--- config.mk ---
export PLATFORM = sky130hd
export DESIGN_NAME = increment_program_counter
export DESIGN_NICKNAME = d
export VERILOG_FILES = /design/src/rtl/increment_program_counter.sv
export SDC_FILE = /design/constraint.sdc
export NUM_CORES = 1
export LEC_CHECK = 0
export CORE_AREA = 2 2 39 41
export CTS_CLUSTER_DIAMETER = 40
export DETAILED_ROUTE_END_ITERATION = 12
export DIE_AREA = 0 0 41 43
export GPL_TIMING_DRIVEN = 1
export PLACE_DENSITY = 0.43
export SETUP_SLACK_MARGIN = 0.02
export SKIP_LAST_GASP = 1
export SYNTH_ARGS = -nofsm -noshare
export SYNTH_HDL_FRONTEND = slang
export SYNTH_SLANG_ARGS = --single-unit
export TNS_END_PERCENT = 50
--- constraint.sdc ---
create_clock -name clk -period 1.44 [get_ports clk]
set_input_delay 0.288 -clock clk [delete_from_list [all_inputs] [get_ports clk]]
set_output_delay 0.288 -clock clk [all_outputs]
set_load 0.02 [all_outputs]
--- src/rtl/increment_program_counter.sv ---
// Next-PC generator: a 4-bit PC register fed back through a 5-bit ripple-carry adder that adds STEP.
// Optional build macro IPC_SATURATE_EN: the PC holds at its last value once the sum carries out.
module increment_program_counter #(
  parameter logic [3:0] STEP = 4'd1
) (
  input  logic       clk,
  input  logic       reset,
  output logic [3:0] sh_reg_out,
  output logic [4:0] adder_out
);

  logic [4:0] carry;
  logic [3:0] sum;
  logic [3:0] next_pc;

  // Four full-adder cells chained through carry; carry-in is tied low.
  always_comb begin
    carry    = '0;
    sum      = '0;
    carry[0] = 1'b0;
    for (int unsigned i = 0; i < 4; i++) begin
      sum[i]       = sh_reg_out[i] ^ STEP[i] ^ carry[i];
      carry[i + 1] = (sh_reg_out[i] & STEP[i]) | (carry[i] & (sh_reg_out[i] ^ STEP[i]));
    end
    adder_out = {carry[4], sum};
  end

  always_comb begin
`ifdef IPC_SATURATE_EN
    next_pc = adder_out[4] ? sh_reg_out : adder_out[3:0];
`else
    next_pc = adder_out[3:0];
`endif
  end

  always_ff @(posedge clk or negedge reset) begin
    if (!reset) sh_reg_out <= '0;
    else        sh_reg_out <= next_pc;
  end

endmodule

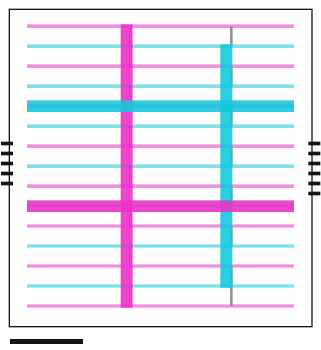
*Supply network*
Bar = 10 microns. Pins as bars on the die edge. Tap cells in gray.
Key: VSS = magenta; VDD = cyan
11 signal pins sit on the boundary. The core has 14 rows.

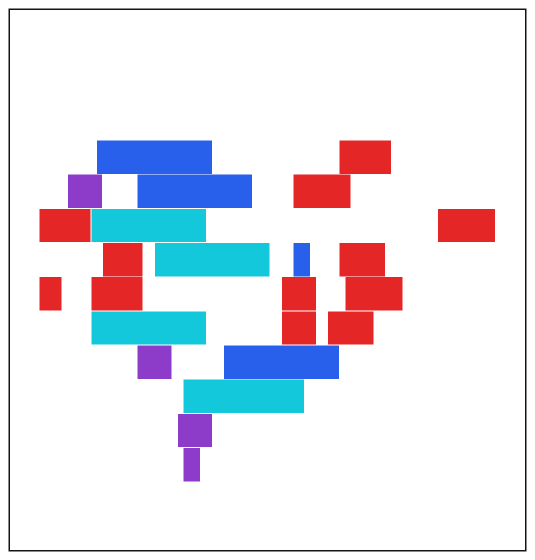
*Cell classes on the final placement*
Key: flip-flops = cyan [cells 4]; all other logic = blue [cells 4]; clock drivers and dummy loads = purple [cells 4]; other buffers and delay cells = red [cells 12]

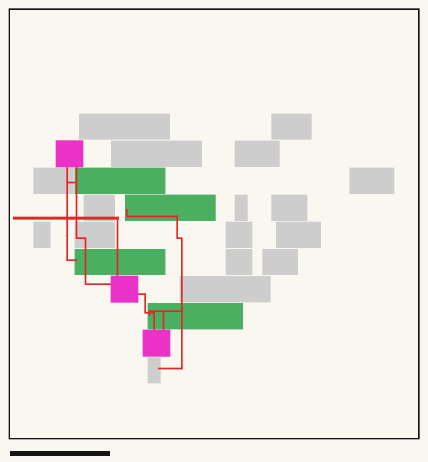
*Clock wires, drivers and flops*
Bar = 10 microns.
Key: clock wires = red [length 86.5 microns]; cells driving clock nets = magenta [count 3]; flip-flops = green [count 4]
There are 4 routed clock nets.
clock-net power: 155 uW
Clock power frac: 56.9%

==> impl_metrics.toml <==
# generated from flow reports
[outcome]
status = "finished, violations left"
violations = "negative setup slack"

[drt]
drt_first_pass_iters = 2
vias = 131

[floorplanning]
initCoreUtil_pct = 10.2
io_pins = 11
n_tap_cell = 16
die_h_microns = 43

[setup_path]
arrival_ns = 1.35
reg2reg_slack_ns = 0.34
crit_path_end = "adder_out[3]"
cpPeakStageDelay_ns = 0.42
cp_num_cells = 4
end_kind = "output pin"
cp_top_family = "adder cells"
critPathLaunch = "sh_reg_out[0]$_DFF_PN0_"

[layout]
final-clk-cell-share_pct = 7.58
logic_gates = 3
final.clkbuf_count = 4
nNetsFinal = 30
area_growth_pct = 145

[final_timing]
worst_pin_slew_ns = 0.240
setup_violations = 5
rsz0062_at_grt = "yes"
setup_slack_ns = -0.195

[cts]
cts_root_buf = "clkbuf_4"
holdBufCountCts = 0

[synth]
yosys_warnings = 0
ys_cells = 8
ys_top_cells_by_area = "dfrtp_1 (71%), ha_1 (27%), inv_1 (2.7%)"
synth_cells = 8

[place]
place_area_sq_um = 293

[power_and_ir_drop]
p_comb_share_pct = 1.7
pwr.group.sequential_uw = 113

[global_routing]
antenna_found_initial = 0
grt_start_max_net_pins = 5
grt_pass1_wl_microns = 696
Power and IR drop assume default switching activity.
